Figure 1. Sequential cells grouped by signal name (run 1).
Scale bar: 20 um. Other sequential cells in the stronger gray, the rest of the logic in the fainter gray.
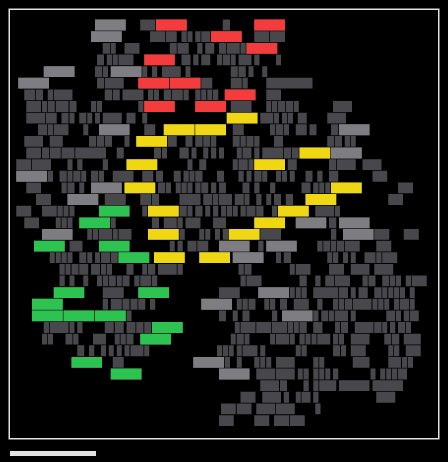
Figure 2. I/O pins on the die edge (run 1).
Pins as bars across the die edge, other pins in gray.
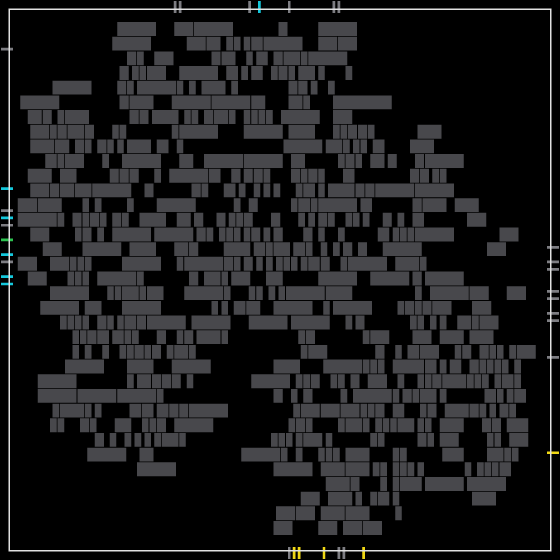
Figure 3. Gate-type map (run 1).
Scale bar: 20 um.
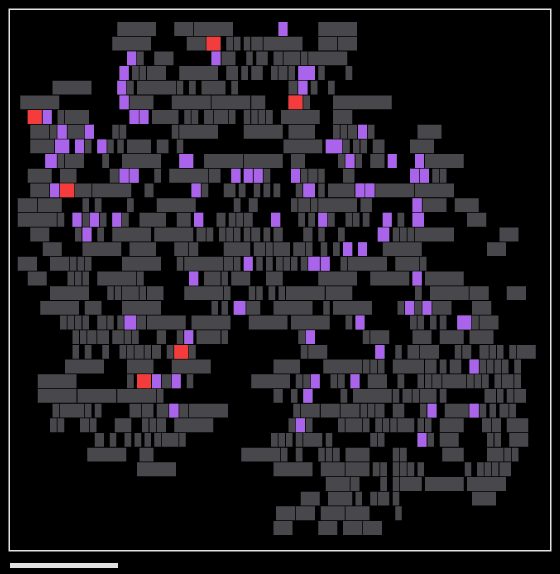
==> config.mk <==
export PLATFORM = sky130hd
export DESIGN_NAME = parking_ctrl_flat
export DESIGN_NICKNAME = d
export VERILOG_FILES = /design/src/rtl/parking_ctrl_if.sv /design/src/rtl/parking_ctrl.sv /design/src/flat_wrapper.sv
export SDC_FILE = /design/constraint.sdc
export NUM_CORES = 1
export LEC_CHECK = 0
export ABC_AREA = 1
export ABC_CLOCK_PERIOD_IN_PS = 5000
export CAP_MARGIN = 15
export CORE_UTILIZATION = 40
export CTS_BUF_LIST = sky130_fd_sc_hd__clkbuf_8
export DETAILED_ROUTE_END_ITERATION = 6
export PLACE_DENSITY = 0.69
export SLEW_MARGIN = 10
export SYNTH_ARGS = -nofsm -noshare
export SYNTH_HDL_FRONTEND = slang
export SYNTH_SLANG_ARGS = --single-unit
==> constraint.sdc <==
create_clock -name clk -period 5 [get_ports clk]
set_input_delay 0.5 -clock clk [delete_from_list [all_inputs] [get_ports clk]]
set_output_delay 0.5 -clock clk [all_outputs]
set_load 0.05 [all_outputs]
==> src/rtl/parking_ctrl_if.sv <==
// Gate-sequencer signal bundle: event inputs from the lot sensors and
// billing terminal, plus the display-facing outputs.
interface parking_ctrl_if;
    logic       power;
    logic       car_in;
    logic       car_out;
    logic       time_tick;
    logic       is_night;
    logic       pay;
    logic [5:0] count;
    logic [2:0] scan_cnt;
    logic       flicker_clk;
    logic       delay;
    logic       need_pay;
    logic [5:0] time_day;
    logic [4:0] time_night;
    logic [1:0] state_o;

    modport master (
        output power, car_in, car_out, time_tick, is_night, pay,
        input  count, scan_cnt, flicker_clk, delay, need_pay,
               time_day, time_night, state_o
    );

    modport slave (
        input  power, car_in, car_out, time_tick, is_night, pay,
        output count, scan_cnt, flicker_clk, delay, need_pay,
               time_day, time_night, state_o
    );
endinterface

==> src/rtl/parking_ctrl.sv <==
// Parking-lot gate sequencer: occupancy count, single-vehicle metering FSM,
// display scan counter and flicker clock.
//
// state    | meaning
// ---------+----------------------------------------------------------
// IDLE     | no metered vehicle; unmetered departures decrement count
// PARKED   | metered vehicle present; time_tick accumulates hours
// NEED_PAY | metered vehicle left; waiting for payment, times frozen
// DELAY    | payment accepted; holding for DELAY_CYCLES before IDLE
module parking_ctrl #(
    parameter int unsigned CAPACITY     = 50,
    parameter int unsigned SCAN_DIV     = 1000,
    parameter int unsigned FLICKER_DIV  = 25000,
    parameter int unsigned DELAY_CYCLES = 100000
) (
    input logic            clk,
    input logic            rst,
    parking_ctrl_if.slave  bus
);
    localparam int SCAN_W = $clog2(SCAN_DIV + 1);
    localparam int FLK_W  = $clog2(FLICKER_DIV + 1);
    localparam int DLY_W  = $clog2(DELAY_CYCLES + 1);

    typedef enum logic [1:0] {
        S_IDLE     = 2'd0,
        S_PARKED   = 2'd1,
        S_NEED_PAY = 2'd2,
        S_DELAY    = 2'd3
    } state_t;

    state_t              state;
    logic [5:0]          count;
    logic [2:0]          scan_cnt;
    logic                flicker_clk;
    logic [5:0]          time_day;
    logic [4:0]          time_night;
    logic [SCAN_W-1:0]   scan_pre;
    logic [FLK_W-1:0]    flk_pre;
    logic [DLY_W-1:0]    dly_cnt;

    logic                inc;
    logic                dec;
    logic [8:0]          day_nx;
    logic [8:0]          night_nx;
    logic [8:0]          money_nx;
    logic                tick_ok;

    always_comb begin
        inc = bus.car_in && (count < 6'(CAPACITY));
        dec = 1'b0;
        case (state)
            S_IDLE:     dec = bus.car_out && (count != 6'd0);
            S_NEED_PAY: dec = bus.pay && (count != 6'd0);
            default:    dec = 1'b0;
        endcase
    end

    // A tick is kept only if the billing amount 2*day+night stays two digits.
    always_comb begin
        day_nx   = {3'b000, time_day} + {8'd0, ~bus.is_night};
        night_nx = {4'b0000, time_night} + {8'd0, bus.is_night};
        money_nx = {day_nx[7:0], 1'b0} + night_nx;
        tick_ok  = (day_nx <= 9'd63) && (night_nx <= 9'd31) &&
                   ((day_nx + night_nx) <= 9'd63) && (money_nx <= 9'd99);
    end

    always_ff @(posedge clk) begin
        if (rst) begin
            state       <= S_IDLE;
            count       <= 6'd0;
            scan_cnt    <= 3'd0;
            flicker_clk <= 1'b0;
            time_day    <= 6'd0;
            time_night  <= 5'd0;
            scan_pre    <= '0;
            flk_pre     <= '0;
            dly_cnt     <= '0;
        end else begin
            if (scan_pre == SCAN_W'(SCAN_DIV - 1)) begin
                scan_pre <= '0;
                scan_cnt <= scan_cnt + 3'd1;
            end else begin
                scan_pre <= scan_pre + 1'b1;
            end

            if (flk_pre == FLK_W'(FLICKER_DIV - 1)) begin
                flk_pre     <= '0;
                flicker_clk <= ~flicker_clk;
            end else begin
                flk_pre <= flk_pre + 1'b1;
            end

            if (!bus.power) begin
                state      <= S_IDLE;
                time_day   <= 6'd0;
                time_night <= 5'd0;
                dly_cnt    <= '0;
            end else begin
                if (inc && !dec)
                    count <= count + 6'd1;
                else if (dec && !inc)
                    count <= count - 6'd1;

                case (state)
                    S_IDLE: begin
                        if (inc) begin
                            state      <= S_PARKED;
                            time_day   <= 6'd0;
                            time_night <= 5'd0;
                        end
                    end
                    S_PARKED: begin
                        if (bus.time_tick && tick_ok) begin
                            time_day   <= day_nx[5:0];
                            time_night <= night_nx[4:0];
                        end
                        if (bus.car_out)
                            state <= S_NEED_PAY;
                    end
                    S_NEED_PAY: begin
                        if (bus.pay) begin
                            state   <= S_DELAY;
                            dly_cnt <= DLY_W'(DELAY_CYCLES - 1);
                        end
                    end
                    S_DELAY: begin
                        if (dly_cnt == '0) begin
                            state      <= S_IDLE;
                            time_day   <= 6'd0;
                            time_night <= 5'd0;
                        end else begin
                            dly_cnt <= dly_cnt - 1'b1;
                        end
                    end
                    default: state <= S_IDLE;
                endcase
            end
        end
    end

    assign bus.count       = count;
    assign bus.scan_cnt    = scan_cnt;
    assign bus.flicker_clk = flicker_clk;
    assign bus.time_day    = time_day;
    assign bus.time_night  = time_night;
    assign bus.need_pay    = (state == S_NEED_PAY);
    assign bus.delay       = (state == S_DELAY);
    assign bus.state_o     = state;
endmodule
==> src/flat_wrapper.sv <==
// flat-port wrapper written by rule: the top's interface ports become plain ports
module parking_ctrl_flat 
#(
    parameter int unsigned CAPACITY     = 50,
    parameter int unsigned SCAN_DIV     = 1000,
    parameter int unsigned FLICKER_DIV  = 25000,
    parameter int unsigned DELAY_CYCLES = 100000
)
  (clk, rst, bus_power, bus_car_in, bus_car_out, bus_time_tick, bus_is_night, bus_pay, bus_count, bus_scan_cnt, bus_flicker_clk, bus_delay, bus_need_pay, bus_time_day, bus_time_night, bus_state_o);
  parking_ctrl_if bus_i ();
  input logic clk;
  input logic rst;
  input wire logic [$bits(bus_i.power)-1:0] bus_power;
  input wire logic [$bits(bus_i.car_in)-1:0] bus_car_in;
  input wire logic [$bits(bus_i.car_out)-1:0] bus_car_out;
  input wire logic [$bits(bus_i.time_tick)-1:0] bus_time_tick;
  input wire logic [$bits(bus_i.is_night)-1:0] bus_is_night;
  input wire logic [$bits(bus_i.pay)-1:0] bus_pay;
  output wire logic [$bits(bus_i.count)-1:0] bus_count;
  output wire logic [$bits(bus_i.scan_cnt)-1:0] bus_scan_cnt;
  output wire logic [$bits(bus_i.flicker_clk)-1:0] bus_flicker_clk;
  output wire logic [$bits(bus_i.delay)-1:0] bus_delay;
  output wire logic [$bits(bus_i.need_pay)-1:0] bus_need_pay;
  output wire logic [$bits(bus_i.time_day)-1:0] bus_time_day;
  output wire logic [$bits(bus_i.time_night)-1:0] bus_time_night;
  output wire logic [$bits(bus_i.state_o)-1:0] bus_state_o;
  assign bus_i.power = bus_power;
  assign bus_i.car_in = bus_car_in;
  assign bus_i.car_out = bus_car_out;
  assign bus_i.time_tick = bus_time_tick;
  assign bus_i.is_night = bus_is_night;
  assign bus_i.pay = bus_pay;
  assign bus_count = bus_i.count;
  assign bus_scan_cnt = bus_i.scan_cnt;
  assign bus_flicker_clk = bus_i.flicker_clk;
  assign bus_delay = bus_i.delay;
  assign bus_need_pay = bus_i.need_pay;
  assign bus_time_day = bus_i.time_day;
  assign bus_time_night = bus_i.time_night;
  assign bus_state_o = bus_i.state_o;
  parking_ctrl #(.CAPACITY(CAPACITY), .SCAN_DIV(SCAN_DIV), .FLICKER_DIV(FLICKER_DIV), .DELAY_CYCLES(DELAY_CYCLES)) u_core (.clk(clk), .rst(rst), .bus(bus_i));
endmodule
==> GITHUB_STEP_SUMMARY, run 1 <==
## Implementation flow summary

| Metric | Value |
|---|---|
| Top routing layer used | `met4` |
| Endpoints failing setup | `0` |
| Vias in the first global route | `3115` |
| Logic area | `2190 um2` |
| Full die area | `10000 um2` |
| Max FO, Critical Path | `21` |
| Floorplan Nets | `574` |
| Number of DRC markers in iteration 0 | `131` |
| Headroom to the max-slew limit | `56.7%` |
| CP most frequent cell | `nand2_1` |
| Tot GR Track Use | `16.6%` |
| Setup TNS | `0 ns` |
| Outcome | `completed` |
| Final slew viol count | `0` |
| Tcrit/Tclk final | `64.1%` |
| CTS Root Cell | `clkbuf_8` |
| Late-Pin Clk Latency | `0.34 ns` |
| IR Drop Worst-Case VDD | `0.214 mV` |
| LEAKAGE | `2.05 nW` |
| Yosys stat area | `3850 um2` |
| Fmax | `312 MHz` |
| Post-CTS Resized | `0` |
| Max reg flops | `17` |
| Combinational Power Share | `28.6%` |
| PwrDens | `308 nW/um2` |
| Final Instance Count excl. Fillers | `709` |
| First-pass GRT wire length | `13.4 mm` |
| Area added between synthesis and finish | `16.3%` |
| #MultiIn Comb | `384` |
| Commonest cells in the netlist | `nand2_1 (103), inv_1 (80), nor2_1 (70)` |
| Reg clk slew, reported paths | `0.07 ns` |
| Antenna diodes | `0` |
| CTS tree | `done` |
| Vias | `3403` |
| Distinct lib cells | `41` |
| Biggest register | `u_core.dly_cnt` |
| Min Tclk post-route | `3.20 ns` |
| Synth Flop Type | `dfxtp_1` |
| Die Y | `100 um` |
| Most frequent cells in the layout | `nand2_1 (103), inv_1 (82), nor2_1 (70), dfxtp_1 (65), a21oi_1 (41)` |
| Switching pwr | `0.467 mW` |
| Setup Buffers After CTS | `0` |
| Number of vias per cell | `4.80` |
| Met1 Track Usage GR | `21.6%` |
| Met3 Wirelength | `266 um` |
| Largest registers | `u_core.dly_cnt x17, u_core.flk_pre x15, u_core.scan_pre x10` |
| Cell Area, Placed | `4290 um2` |
| Non-Clock Inverter Count | `82` |
| Drt total wl | `7.70 mm` |
| Clk network pwr share | `29.6%` |
| CP max stage cell | `clkdlybuf4s50_1` |
| CP Class | `in2reg` |
| Post-Syn Area per Cell | `7.15 um2` |
| Post-CTS Hold Buffers | `0` |
| M1 WL | `3.87 mm` |
| Required time worst endpoint | `5.28 ns` |
| Post-synth area hogs | `dfxtp_1 (34%), nand2_1 (10%), ha_1 (8.5%), inv_1 (7.8%), nor2_1 (6.8%)` |
| Met2 usage | `27.5%` |
| Xor+xnor area frac | `4.07%` |
| Core region area | `9280 um2` |
| Tapcells | `129` |
| Max Cap Viol | `0` |
| Hold WC Path Type | `reg2reg` |
| Top Usage Layer GRT | `met2` |
| Startpoint class of the critical path | `input port` |
| Nonclk buf count | `34` |
| Initial antenna violation count | `0` |
| Cells after Synth | `538` |
| Met3 usage | `4.04%` |
| Tool warnings | `34` |
| Top cell category | `combinational gates` |
| Number of synthesized flops with an enable pin | `0` |
| IO Pins | `33` |
| H-tree depth | `3` |
| Complex Gates by Area | `11.4%` |
| Crit-path cells | `clkdlybuf4s50_1 -> inv_1 -> ha_1 -> nand3_1 -> inv_1 -> or2_1 -> nand2_1 -> inv_1 -> ha_1 -> a21oi_1 -> nand2_1 -> or2_0 -> nand2_1 -> inv_1 -> nand2_1 -> nand2_1 -> nand2_2 -> nand2_1 -> nand2_1 -> nand2_1 -> nor2_1` |
| Fin area | `4480 um2` |
| Sw frac | `33.9%` |
| Clock Path Buffers | `2` |
| DIE WIDTH | `100 um` |
| Int Power | `0.913 mW` |
| Post-Syn Area | `3850 um2` |
Notes on Figure 1 above:
| netlist name | color | placed flops |
|---|---|---|
| u_core.scan_pre | red | 10 |
| u_core.flk_pre | green | 15 |
| u_core.dly_cnt | yellow | 17 |
not colored: 23
flop share of the area: 29.1%
Seq power: 0.577 mW

Notes on Figure 2 above:
| port | color | pins | direction | edge |
|---|---|---|---|---|
| bus_time_night | yellow | 5 | output | 4 bottom, 1 right |
| bus_count | cyan | 6 | output | 5 left, 1 top |
| bus_power | green | 1 | input | left |
all pins by edge: 10 left, 9 right, 7 top, 7 bottom

Notes on Figure 3 above:
| family | color | cells |
|---|---|---|
| inverting AOI/OAI gates | purple | 74 |
| AND-OR and OR-AND gates | red | 6 |
most frequent logic cell in the layout: nand2_1
Comb/total area: 49.0%

-- run 1: metrics by stage --
step                      setup slack [ns]  hold slack [ns]  power (mW)
after CTS                             1.78            0.455        1.39
after global routing                  1.56            0.478        1.47
after detailed placement              1.43            0.441       0.982
after global placement                1.54            0.427       0.972
after floorplan                       1.57            0.418       0.881
final                                 1.80            0.450        1.38
-- run 1: final timing paths --
check | endpoint | slack (ns) | cells past startpoint
worst max-delay path | u_core.bus.time_day[0] | 1.80 | 21
worst min-delay path | u_core.scan_pre[0] | 0.45 | 1
worst max register to register | u_core.bus.count[5] | 1.85 | 17
worst min register to register | u_core.scan_pre[0] | 0.45 | 1
==> run 2: changes to the inputs <==
--- a/config.mk
+++ b/config.mk
@@ -6,7 +6,7 @@
 export NUM_CORES = 1
 export LEC_CHECK = 0
 export ABC_AREA = 1
-export ABC_CLOCK_PERIOD_IN_PS = 5000
+export ABC_CLOCK_PERIOD_IN_PS = 3000
 export CAP_MARGIN = 15
 export CORE_UTILIZATION = 40
 export CTS_BUF_LIST = sky130_fd_sc_hd__clkbuf_8
==> constraint.sdc (replaced) <==
create_clock -name clk -period 3 [get_ports clk]
set_input_delay 0.3 -clock clk [delete_from_list [all_inputs] [get_ports clk]]
set_output_delay 0.3 -clock clk [all_outputs]
set_load 0.05 [all_outputs]
Figure 4. Gate-type map (run 2).
Scale bar: 20 um.
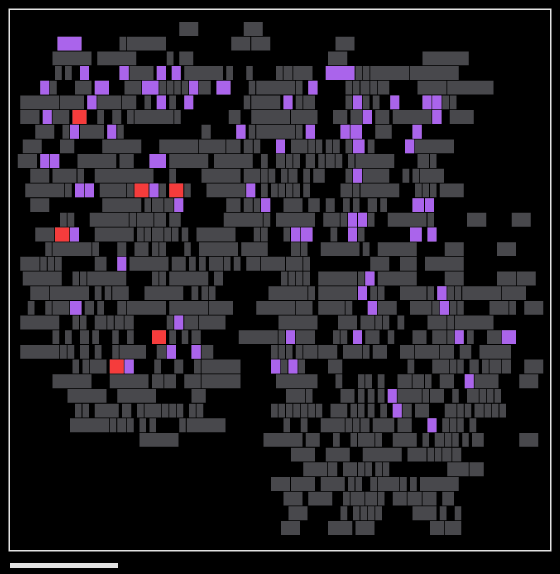
| family | color | cells |
|---|---|---|
| AND-OR and OR-AND gates | red | 6 |
| inverting AOI/OAI gates | purple | 74 |
Final Instance Count excl. Fillers: 738
Comb/total area: 46.9%

==> run 2 against run 1 <==
Via count up 4.6%. Cell area up 6.4%. Clock-buffer cell count unchanged. Clock power up 84%. Routed wire length up 7.2%. Critical path depth down 4. Register-to-register slack worse by 1.6 ns. Combinational power up 85%. Largest power group unchanged.
==> GITHUB_STEP_SUMMARY, run 2 <==
## Implementation flow summary

| Metric | Value |
|---|---|
| Outcome | `completed` |
| Worst slack, placed | `-0.159 ns (-1.59 ns)` |
| Synth Flop Type | `dfxtp_1` |
| Late-Pin Clk Latency | `0.35 ns (about the same)` |
| Setup TNS | `0 ns (unchanged)` |
| Worst Tran Pin Value | `0.612 ns` |
| Reg clk slew, reported paths | `0.08 ns (about the same)` |
| Tool warnings | `34 (unchanged)` |
| Worst Reg2Reg Path Length in Cells | `17 (unchanged)` |
| H-tree depth | `3 (unchanged)` |
| Worst Hold Path EP | `u_core.flk_pre[0]` |
| Fmax | `359 MHz` |
| Met1 Track Usage GR | `21.7% (+0.17 points)` |
| DIE WIDTH | `100 um (unchanged)` |
| Xor+xnor area frac | `4.07% (unchanged)` |
| Crit-path cells | `inv_1 -> ha_2 -> or2_2 -> o2111ai_2 -> ha_2 -> inv_1 -> ha_1 -> a21oi_1 -> inv_1 -> a31oi_2 -> o21bai_1 -> a21oi_2 -> nor2_1 -> nor2_1 -> nand2_1 -> o21ai_1 -> a21oi_1` |
| Setup slack, reg-to-reg | `0.22 ns (-1.63 ns)` |
| Cells after Synth | `538 (unchanged)` |
| Top logic family | `simple AND/OR/NAND/NOR gates` |
| Antenna diodes | `0 (unchanged)` |
| Startpoint class of the critical path | `flop` |
| Tot GR Track Use | `17.8% (+1.1 points)` |
| Largest registers | `u_core.dly_cnt x17, u_core.flk_pre x15, u_core.scan_pre x10` |
| Tapcells | `129 (unchanged)` |
| Most frequent logic cell in the layout | `nand2_1` |
| Commonest cells in the netlist | `nand2_1 (103), inv_1 (80), nor2_1 (70)` |
| First-pass GRT wire length | `14.3 mm (+6.7%)` |
| Post-CTS Hold Buffers | `0 (unchanged)` |
| LEAKAGE | `2.20 nW (+7.6%)` |
| Number of vias per cell | `4.83 (+0.53%)` |
| Logic area | `2230 um2 (+1.8%)` |
| Hold WC Path Type | `reg2reg` |
| Headroom to the max-slew limit | `59.0% (+2.3 points)` |
| CP most frequent cell | `inv_1` |
| Non-Clock Inverter Count | `82 (unchanged)` |
| Die Y | `100 um (unchanged)` |
| Max FO, Critical Path | `4 (-81%)` |
| Floorplan Nets | `574 (unchanged)` |
| Vias | `3561 (+4.6%)` |
| M1 WL | `3.84 mm (-0.67%)` |
| Endpoints failing setup | `0 (unchanged)` |
| Top cell category | `combinational gates` |
| Setup Buffers After CTS | `0 (unchanged)` |
| Number of DRC markers in iteration 0 | `128 (-2.3%)` |
| Initial antenna violation count | `0 (unchanged)` |
| CTS tree | `done` |
| Flop share of the area | `27.5% (-1.6 points)` |
| Post-CTS Resized | `0 (unchanged)` |
| CTS Root Cell | `clkbuf_8` |
| Most frequent cells in the layout | `nand2_1 (103), inv_1 (80), nor2_1 (70), dfxtp_1 (62), a21oi_1 (40)` |
| #MultiIn Comb | `384 (unchanged)` |
| Top Usage Layer GRT | `met2` |
| PwrDens | `512 nW/um2 (+66%)` |
| Min Tclk post-route | `2.78 ns` |
| Post-Syn Area per Cell | `7.15 um2 (unchanged)` |
| Required time worst endpoint | `3.24 ns (-2.04 ns)` |
| Core region area | `9280 um2 (unchanged)` |
| Nonclk buf count | `62 (+82%)` |
| CP Class | `reg2reg` |
| CP max stage cell | `dfxtp_4` |
| Fin area | `4760 um2 (+6.4%)` |
| Distinct lib cells | `41 (unchanged)` |
| Max Cap Viol | `0 (unchanged)` |
| Vias in the first global route | `3250 (+4.3%)` |
| Cell Area, Placed | `4500 um2 (+4.8%)` |
| Final slew viol count | `0 (unchanged)` |
| Max reg flops | `17 (unchanged)` |
| Yosys simple share | `32.0%` |
| Yosys stat area | `3850 um2 (unchanged)` |
| Hold path cells | `1 (unchanged)` |
| Total power | `2.44 mW (+77%)` |
==> run 2: cell counts after synthesis <==
Identical to the previous run, type by type.
==> run 2: how the worst max path moves through the flow <==
stage / end / slack [ns] / start / cells after the start
6_report: u_core.bus.count[5] / 0.22 / u_core.bus.state_o[0] / 17
2_1_floorplan: u_core.bus.count[5] / 0.07 / u_core.bus.state_o[1] / 17
3_3_place_gp: u_core.bus.time_night[0] / -0.10 / bus_is_night / 21
4_1_cts: u_core.bus.count[5] / 0.08 / u_core.bus.state_o[0] / 17
3_5_place_dp: u_core.bus.time_night[0] / -0.16 / bus_is_night / 21
5_1_grt: u_core.bus.count[5] / -0.02 / u_core.bus.state_o[0] / 17
==> run 2: report_power, final <==
part,internal [mW],switching (mW)
Clock,0.390,0.361
Combinational,0.290,0.439
Sequential,0.910,0.0491
==> run 3: changes to the inputs <==
--- a/config.mk
+++ b/config.mk
@@ -12,6 +12,7 @@
 export CTS_BUF_LIST = sky130_fd_sc_hd__clkbuf_8
 export DETAILED_ROUTE_END_ITERATION = 6
 export PLACE_DENSITY = 0.69
+export REMOVE_ABC_BUFFERS = 1
 export SLEW_MARGIN = 10
 export SYNTH_ARGS = -nofsm -noshare
 export SYNTH_HDL_FRONTEND = slang
Figure 5. I/O pins on the die edge (run 3).
Pins as bars across the die edge, other pins in gray.
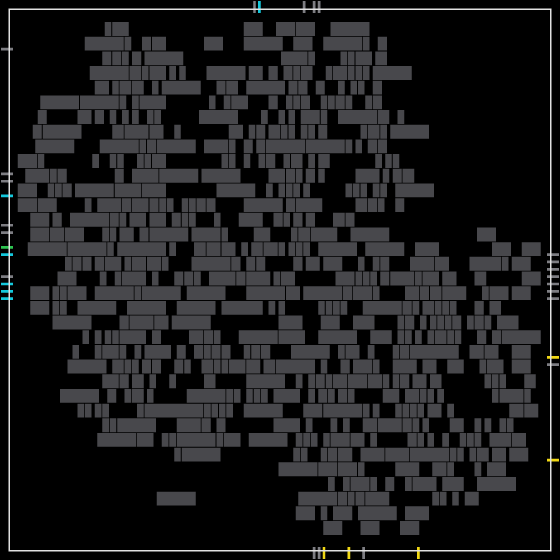
| port | color | pins | direction | edge |
|---|---|---|---|---|
| bus_power | green | 1 | input | left |
| bus_time_night | yellow | 5 | output | 3 bottom, 2 right |
| bus_count | cyan | 6 | output | 5 left, 1 top |
all pins by edge: 12 left, 10 right, 6 bottom, 5 top
Die Y: 100 um
DIE WIDTH: 100 um

==> run 3 against run 2 <==
Die size did not move. Sequential power increased by 0.6%. Fmax is 0.84% lower.
==> GITHUB_STEP_SUMMARY, run 3 <==
## Implementation flow summary

| Metric | Value |
|---|---|
| # DRC | `0` |
| Cells after Synth | `538 (unchanged)` |
| Cell taking the most area after synthesis | `dfxtp_1` |
| Max Cap Viol | `0 (unchanged)` |
| Antenna Violating Nets Remaining | `0` |
| Hold WC Path Type | `reg2reg` |
| Top-area cell share | `33.8%` |
| Tcrit/Tclk final | `93.6%` |
| CP most frequent cell | `inv_1` |
| Switching pwr | `0.802 mW (-5.6%)` |
| R2r endpoint | `u_core.bus.count[5]` |
| End of the critical path | `u_core.bus.count[5]` |
| H-tree depth | `3 (unchanged)` |
| Largest registers | `u_core.dly_cnt x17, u_core.flk_pre x15, u_core.scan_pre x10` |
| Final slew viol count | `0 (unchanged)` |
| Post-Syn Area per Cell | `7.15 um2 (unchanged)` |
| Crit path depth | `18 (+1)` |
| CTS tree | `done` |
| Delay-heaviest family, CP | `AND-OR/OR-AND gates` |
| Distinct lib cells | `41 (unchanged)` |
| Endpoints failing setup | `0 (unchanged)` |
| Complex Gates by Area | `11.4%` |
| Max incr delay on CP | `0.33 ns` |
| Tot GR Track Use | `17.1% (-0.64 points)` |
| Grt ovf | `0` |
| Flop pwr share | `39.4% (about the same)` |
| Number of vias per cell | `4.77 (-1.2%)` |
| Number of DRC markers in iteration 0 | `123 (-3.9%)` |
| Area added between synthesis and finish | `24.0%` |
| HPWL Detailed | `6.25 mm` |
| Critical Path AT | `3.03 ns` |
| Placer's final routability congestion estimate | `0.838` |
| Number of synthesis warnings | `0` |
| NumNets Final | `639` |
| Tool warnings | `33 (-2.9%)` |
| Combinational power | `0.727 mW (about the same)` |
| Antenna diodes | `0 (unchanged)` |
| Hold path cells | `1 (unchanged)` |
| PwrDens | `514 nW/um2 (+0.32%)` |
| Hold_sp | `u_core.flk_pre[0]` |
| First-pass GRT wire length | `13.8 mm (-3.8%)` |
| Post-Syn Area | `3850 um2` |
| Setup Skew | `0.00786 ns` |
| Commonest cells in the netlist | `nand2_1 (103), inv_1 (80), nor2_1 (70)` |
| Core region area | `9280 um2 (unchanged)` |
| Min Tclk post-route | `2.81 ns (+0.0236 ns)` |
| Crit end category | `flop` |
| Headroom to the max-slew limit | `62.8% (+3.7 points)` |
| Fin area | `4770 um2 (+0.18%)` |
| Post-CTS Hold Buffers | `0 (unchanged)` |
| Vias in the first global route | `3208 (-1.3%)` |
| CP Class | `reg2reg` |
| Crit path from | `u_core.bus.state_o[0]` |
| Xor+xnor area frac | `4.07% (unchanged)` |
| Setup Buffers After CTS | `0 (unchanged)` |
| Crit-path cells | `inv_1 -> ha_1 -> or2_2 -> o2111ai_1 -> ha_2 -> inv_1 -> buf_4 -> ha_1 -> a21oi_1 -> inv_1 -> a31oi_2 -> o21bai_1 -> a21oi_2 -> nor2_1 -> nor2_1 -> nand2_1 -> o21ai_0 -> a21oi_1` |
| CP max stage cell | `dfxtp_1` |
| Seq power | `0.965 mW (+0.6%)` |
| IO Pins | `33` |
| Clock Path Buffers | `2` |
| Util after Layout | `51.4%` |
| Post-synth area hogs | `dfxtp_1 (34%), nand2_1 (10%), ha_1 (8.5%), inv_1 (7.8%), nor2_1 (6.8%)` |
| Combinational Power Share | `29.7% (-0.2 points)` |
| Count leader, synth | `nand2_1` |
| Setup slack, reg-to-reg | `0.19 ns (-0.02 ns)` |
| Required time worst endpoint | `3.22 ns (-0.02 ns)` |
| Biggest register | `u_core.dly_cnt` |
| Sw frac | `32.7% (-2.1 points)` |
| Ys cells | `538` |
| Clk network pwr share | `31.0% (+0.2 points)` |
| FFs w/ async S/R, synth | `0%` |
| Reg2reg start | `u_core.bus.state_o[0]` |
| Post-synthesis sequential area ratio | `33.8%` |
| Largest net degree at the start of global routing | `22` |
| Hold Vio Cnt, Final | `0` |
| Drt wl/cell | `10.8 um` |
| Most frequent cells in the layout | `nand2_1 (103), inv_1 (82), nor2_1 (70), dfxtp_1 (64), a21oi_1 (40)` |
| Drt total wl | `7.99 mm` |
| Vias | `3515 (-1.3%)` |
| Fmax | `356 MHz (-0.84%)` |
| CTS Root Cell | `clkbuf_8` |
| LEAKAGE | `2.20 nW (about the same)` |
| Num CTS Buffers | `9` |
| Synth Flop Type | `dfxtp_1` |
| Worst Reg2Reg Path Length in Cells | `18 (+1)` |
| Fraction of layout cells with a size suffix above 1 | `12.8%` |
| Number of synthesized flops with an enable pin | `0` |
| Yosys simple share | `32.0% (unchanged)` |
| Yosys stat area | `3850 um2 (unchanged)` |
| Setup TNS | `0 ns (unchanged)` |
| Total power | `2.45 mW (+0.50%)` |
| Clk sink count | `65` |
| Worst Hold Path EP | `u_core.flk_pre[0]` |
| Late-Pin Clk Latency | `0.33 ns (-0.02 ns)` |
| Startpoint class of the critical path | `flop` |
| Max power group | `registers` |
| Int Power | `1.65 mW (+3.8%)` |
| Reg clk slew, reported paths | `0.07 ns (about the same)` |
| Full die area | `10000 um2` |
| Most frequent logic cell in the layout | `nand2_1` |
| Outcome | `completed` |
| Row Count | `35` |
| Crit path buf inv count | `4` |
| Post-CTS Resized | `0 (unchanged)` |
| Cell Area, Placed | `4510 um2 (+0.39%)` |
| Synthesized flop and latch total | `65` |
| DR pass1 iterations | `4` |
| Worst hold slack | `0.449 ns` |
| FP Core Util | `41.4%` |
| Top logic family | `simple AND/OR/NAND/NOR gates` |
| Initial antenna violation count | `0 (unchanged)` |
| Post-synth mux share | `0%` |
| Number of port buffers | `32` |
| Max FO, Critical Path | `4 (unchanged)` |
| Clk power | `0.760 mW (+1%)` |
| IR Drop Worst-Case VDD | `0.301 mV` |
| Worst Tran Pin Value | `0.554 ns (-0.0582 ns)` |
| Max reg flops | `17 (unchanged)` |
==> run 3: cell counts after synthesis <==
Identical to the previous run, type by type.
==> run 3: layout make-up <==
| type | count | area [um2] |
|---|---|---|
| fill | 917 | 4510 |
| tap | 129 | 161 |
| timing repair buffer | 61 | 554 |
| multi-input combinational | 384 | 2240 |
| sequential | 65 | 1300 |
| inverter | 82 | 308 |
| clock buffer | 12 | 165 |
| clock inverter | 4 | 42.5 |
==> run 3: metal layers <==
metal / track usage [%] / wire [um]
met1: 21.6 / 3930
met2: 28.4 / 3750
met3: 4.67 / 267
met4: 5.46 / 40
met5: 0 / 0
==> run 3: per-stage QoR <==
step                      worst slack [ns]  cells
final                                0.193    737
after detailed placement            -0.175    721
after CTS                            0.114    737
after global placement             -0.0610    721
after floorplan                     -0.432    531
after global routing               -0.0554    737
Power figures rest on the tool's default switching activity, not on a simulated workload.
